## src/rtl/adder_seq_pkg.sv

```systemverilog
// Shared types and constants for the byte-serial wide adder sequencer.
package adder_seq_pkg;

    localparam int BYTE_W = 8;

    typedef enum logic [1:0] {
        IDLE,
        RUN,
        DONE
    } adder_seq_state_t;

    // Width of the byte index; never less than one bit.
    function automatic int clog2(input int n);
        int w;
        w = 0;
        for (int i = 0; i < 32; i++) begin
            if ((1 << w) < n) w++;
        end
        return (w < 1) ? 1 : w;
    endfunction

endpackage

```

## src/rtl/Adder.sv

```systemverilog
// Existing 8-bit ripple-carry adder reused by the wide-add sequencer.
module Adder (
    input  logic [7:0] A,
    input  logic [7:0] B,
    input  logic       carry_in,
    output logic [7:0] Y,
    output logic       carry_out
);

    logic [8:0] w_c;

    assign w_c[0] = carry_in;

    for (genvar i = 0; i < 8; i++) begin : g_bit
        assign Y[i]     = A[i] ^ B[i] ^ w_c[i];
        assign w_c[i+1] = (A[i] & B[i]) | (w_c[i] & (A[i] ^ B[i]));
    end

    assign carry_out = w_c[8];

endmodule

```

## src/rtl/adder_seq_ctrl.sv

```systemverilog
// Wide adder that time-multiplexes one 8-bit Adder, LSB byte first.
// Optional subtract support is enabled by defining ADDER_SEQ_SUB_EN.
module adder_seq_ctrl
    import adder_seq_pkg::*;
#(
    parameter int NBYTES = 4
) (
    input  logic                     clk,
    input  logic                     rst_n,
    input  logic                     req_valid,
    output logic                     req_ready,
    input  logic [BYTE_W*NBYTES-1:0] req_a,
    input  logic [BYTE_W*NBYTES-1:0] req_b,
    input  logic                     req_cin,
`ifdef ADDER_SEQ_SUB_EN
    input  logic                     req_sub,
`endif
    output logic                     rsp_valid,
    input  logic                     rsp_ready,
    output logic [BYTE_W*NBYTES-1:0] rsp_sum,
    output logic                     rsp_cout,
    output logic                     rsp_ovf,
    output logic                     busy
);

    localparam int W     = BYTE_W * NBYTES;
    localparam int IDX_W = clog2(NBYTES);
    localparam logic [IDX_W-1:0] LAST_IDX = IDX_W'(NBYTES - 1);

    adder_seq_state_t  r_state, w_next;
    logic [W-1:0]      r_a, r_b, r_sum;
    logic              r_carry, r_cout, r_ovf;
    logic [IDX_W-1:0]  r_idx;
    logic [BYTE_W-1:0] w_a_byte, w_b_byte, w_y;
    logic              w_co, w_accept, w_last, w_sub;

`ifdef ADDER_SEQ_SUB_EN
    assign w_sub = req_sub;
`else
    assign w_sub = 1'b0;
`endif

    assign w_a_byte = r_a[r_idx*BYTE_W +: BYTE_W];
    assign w_b_byte = r_b[r_idx*BYTE_W +: BYTE_W];
    assign w_last   = (r_idx == LAST_IDX);
    assign w_accept = req_valid && req_ready;

    Adder u_adder (
        .A         (w_a_byte),
        .B         (w_b_byte),
        .carry_in  (r_carry),
        .Y         (w_y),
        .carry_out (w_co)
    );

    always_ff @(posedge clk or negedge rst_n) begin
        if (!rst_n) r_state <= IDLE;
        else        r_state <= w_next;
    end

    always_comb begin
        // NOTE: every output gets a default first so no path leaves it unassigned (no latch).
        w_next    = r_state;
        req_ready = 1'b0;
        rsp_valid = 1'b0;
        busy      = 1'b0;
        unique case (r_state)
            IDLE: begin
                req_ready = 1'b1;
                if (req_valid) w_next = RUN;
            end
            RUN: begin
                busy = 1'b1;
                if (w_last) w_next = DONE;
            end
            DONE: begin
                rsp_valid = 1'b1;
                if (rsp_ready) w_next = IDLE;
            end
            default: w_next = IDLE;
        endcase
    end

    always_ff @(posedge clk or negedge rst_n) begin
        if (!rst_n) begin
            // NOTE: datapath registers are reset too because they drive outputs that must read zero.
            r_a     <= '0;
            r_b     <= '0;
            r_sum   <= '0;
            r_carry <= 1'b0;
            r_cout  <= 1'b0;
            r_ovf   <= 1'b0;
            r_idx   <= '0;
        end else if (w_accept) begin
            r_a     <= req_a;
            r_b     <= w_sub ? ~req_b : req_b;
            r_carry <= w_sub ? 1'b1 : req_cin;
            r_idx   <= '0;
        end else if (r_state == RUN) begin
            r_sum[r_idx*BYTE_W +: BYTE_W] <= w_y;
            r_carry <= w_co;
            r_idx   <= r_idx + 1'b1;
            if (w_last) begin
                r_cout <= w_co;
                // Signed overflow: like-signed operands producing an opposite-signed result.
                r_ovf  <= (r_a[W-1] == r_b[W-1]) && (w_y[BYTE_W-1] != r_a[W-1]);
            end
        end
    end

    assign rsp_sum  = r_sum;
    assign rsp_cout = r_cout;
    assign rsp_ovf  = r_ovf;

endmodule

```

## config.mk

```make
export PLATFORM = sky130hd
export DESIGN_NAME = adder_seq_ctrl
export DESIGN_NICKNAME = d
export VERILOG_FILES = /design/src/rtl/adder_seq_pkg.sv /design/src/rtl/Adder.sv /design/src/rtl/adder_seq_ctrl.sv
export SDC_FILE = /design/constraint.sdc
export NUM_CORES = 1
export LEC_CHECK = 0
export CAP_MARGIN = 15
export CORE_ASPECT_RATIO = 0.7
export CORE_MARGIN = 5
export CORE_UTILIZATION = 50
export DETAILED_ROUTE_END_ITERATION = 10
export PLACE_DENSITY = 0.8
export SLEW_MARGIN = 20
export SYNTH_ARGS = -nofsm -noshare
export SYNTH_HDL_FRONTEND = slang
export SYNTH_SLANG_ARGS = --single-unit
```

## constraint.sdc

```tcl
create_clock -name clk -period 11 [get_ports clk]
set_input_delay 2.2 -clock clk [delete_from_list [all_inputs] [get_ports clk]]
set_output_delay 2.2 -clock clk [all_outputs]
set_load 0.05 [all_outputs]
```

util_map.png
12 x 9 tiles, from white (low) to dark blue (high), 0 to 100% covered.
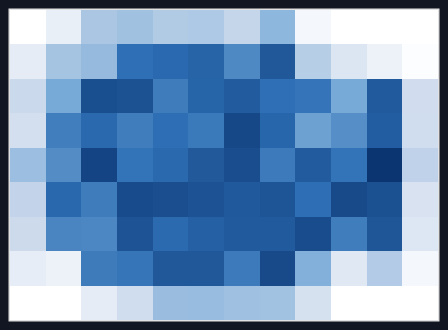
The emptiest ninth of the die: top right. The densest ninth of the die: middle. The fullest tile reaches 98%.

congestion_map.png
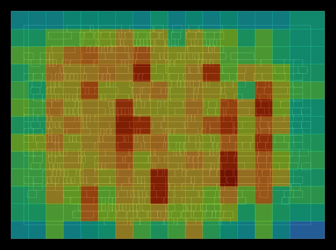
GR Layer Usage met2: 31.3%
post-DR wirelength/cell: 16.9 um
Final Util: 66.7%

layers.png
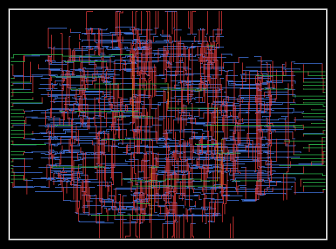
Key: M4 = orange [wire length 100 um]; M2 = red [wire length 5130 um]; M3 = green [wire length 872 um]; M1 = blue [wire length 4860 um]

m2.png
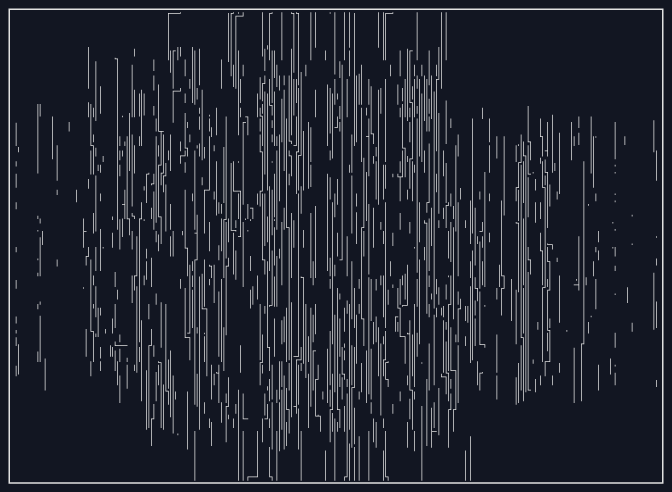
The longest straight run is 44.9 um. The wires run mostly vertical. The layer carries 5130 um of wire. The layer holds 47% of the routed length. 488 nets have wire on it.

-- synth_stat cells --
master	n	share of area, %
sky130_fd_sc_hd__nor4_4	1	0.47
sky130_fd_sc_hd__ha_1	6	1.6
sky130_fd_sc_hd__mux4_2	16	7.9
sky130_fd_sc_hd__nor3b_2	1	0.27
sky130_fd_sc_hd__nand2_1	200	16
sky130_fd_sc_hd__inv_2	1	0.082
sky130_fd_sc_hd__and3_1	1	0.14
sky130_fd_sc_hd__a22o_1	32	6.1
sky130_fd_sc_hd__and3b_1	1	0.19
sky130_fd_sc_hd__clkbuf_1	4	0.33
sky130_fd_sc_hd__o31ai_1	1	0.16
sky130_fd_sc_hd__o22ai_1	1	0.14
sky130_fd_sc_hd__nand4bb_1	1	0.25
sky130_fd_sc_hd__buf_2	10	1.1
sky130_fd_sc_hd__nand2b_1	2	0.27
sky130_fd_sc_hd__fa_1	8	3.5
sky130_fd_sc_hd__o21ai_0	3	0.33
sky130_fd_sc_hd__nor2_1	2	0.16
sky130_fd_sc_hd__nand3_1	1	0.11
sky130_fd_sc_hd__dfrtp_1	103	57
sky130_fd_sc_hd__mux2_2	2	0.49
sky130_fd_sc_hd__buf_4	1	0.16
sky130_fd_sc_hd__nand2b_2	1	0.19
sky130_fd_sc_hd__or3b_1	1	0.19
sky130_fd_sc_hd__nor3_1	1	0.11
sky130_fd_sc_hd__inv_1	11	0.91
sky130_fd_sc_hd__a221o_1	1	0.22
sky130_fd_sc_hd__buf_6	5	1.2
sky130_fd_sc_hd__and4bb_1	1	0.27
-- kinds of logic after synthesis --
family	after synthesis	share of synthesized area [%]
buffers and inverters	32	3.81
AND/OR/NAND/NOR	214	19.1
multiplexers	18	8.40
adder cells (fa/ha/maj)	14	5.16
flip-flops	103	56.5
AND-OR/OR-AND	38	7.00
==> impl_report.txt <==
==== FLOW RESULTS ====
----------------------------------------------------
[Place]
  Minimum setup slack after placement ........................ 6.09 ns
  DP HPWL ........................ 7.70 mm
  Routability congestion estimate ........................ 0.818
  Instance count after placement with tap cells included ........................ 632

[Final layout]
  Seq. cell area ........................ 0.00258 mm2
  Filler cell count in the final layout ........................ 678
  Count of non-CTS inverters in the layout ........................ 12
  Leading cell kind ........................ sequential cells
  Fraction of area in clock buffers and inverters ........................ 5.21%
  Final non-clock buffer share ........................ 18.0%
  Nets@finish ........................ 602
  Number of non-clock buffers ........................ 109
  Clock buffer cells ........................ 10

[Global route]
  Global-route total usage across every layer ........................ 20.5%
  Met3 routing resource usage after global routing ........................ 4.89%
  Remaining global-route overflow ........................ 0

[Worst setup path]
  Origin of the worst setup path ........................ r_idx[1]
  Critical-path cell list ........................ mux4_2, inv_1, fa_1, fa_1, inv_1, fa_1, fa_1, fa_1, fa_1, fa_1, fa_1, nand2b_1, o22ai_1, mux2_2
  Critical Path Slowest Stage Cell ........................ sky130_fd_sc_hd__dfrtp_1
  Startpoint type of the worst setup path ........................ register
  Crit path max-delay family ........................ adder cells
  Maximum cell stage delay along the critical path ........................ 0.91 ns
  Maximum fanout along the worst path ........................ 20
  Kind of end point of the critical path ........................ register
  Cell count along the critical path ........................ 14

[STA]
  Final hold vios ........................ 0
  Unrepaired setup endpoints after global routing ........................ no
  Fin crit period ........................ 5.03 ns
  Tightest Pin Transition ........................ 0.866 ns

[CTS]
  Insertion delay to the later sink of the worst-skew pair ........................ 0.34 ns
  Setup Buffers After CTS ........................ 0
  CTS Buffer Depth ........................ 2
  CTS Root Buffer Type ........................ sky130_fd_sc_hd__clkbuf_16
  Number of buffers added to fix hold violations after cts ........................ 0

[Pwr]
  Power share of the combinational group ........................ 50.4%
  Power, Total ........................ 1960 uW
  Power share of the clock group ........................ 16.8%
  Static Leak ........................ 0.00289 uW
  Biggest power consumer among the groups ........................ combinational cells
  Internal power contribution ........................ 1110 uW
  Maximum resistive drop on vdd ........................ 0.136 mV
  Proportion of total power due to net switching ........................ 43.3%
  Switching power ........................ 849 uW
  Power drawn by the combinational cells ........................ 989 uW
  Power per Cell Area ........................ 328 mW/mm2

[Yosys]
  Ys cells ........................ 419
  Area of the mapped netlist ........................ 0.00456 mm2
  Number of warnings reported in the yosys synthesis log ........................ 0
  Post-synth net total ........................ 502
  Post-synthesis area per instance ........................ 10.9 um2
  Yosys chip area ........................ 0.00456 mm2

[Drt]
  Vias per cell ........................ 5.20
  First-pass DRT Iterations ........................ 5
  Routed wl met3 ........................ 872 um
  Routed via count ........................ 3371

[Die]
  Well-Tap Cells ........................ 124
  Initial Utilization ........................ 50.9%
  Die outline height ........................ 89.9 um
  Die X-Extent ........................ 124 um

[Run status]
  Result of the run ........................ finished clean

[Hold path]
  Hold wc startpoint ........................ r_a[21]

----------------------------------------------------
Power is estimated from default activity; no workload was simulated.
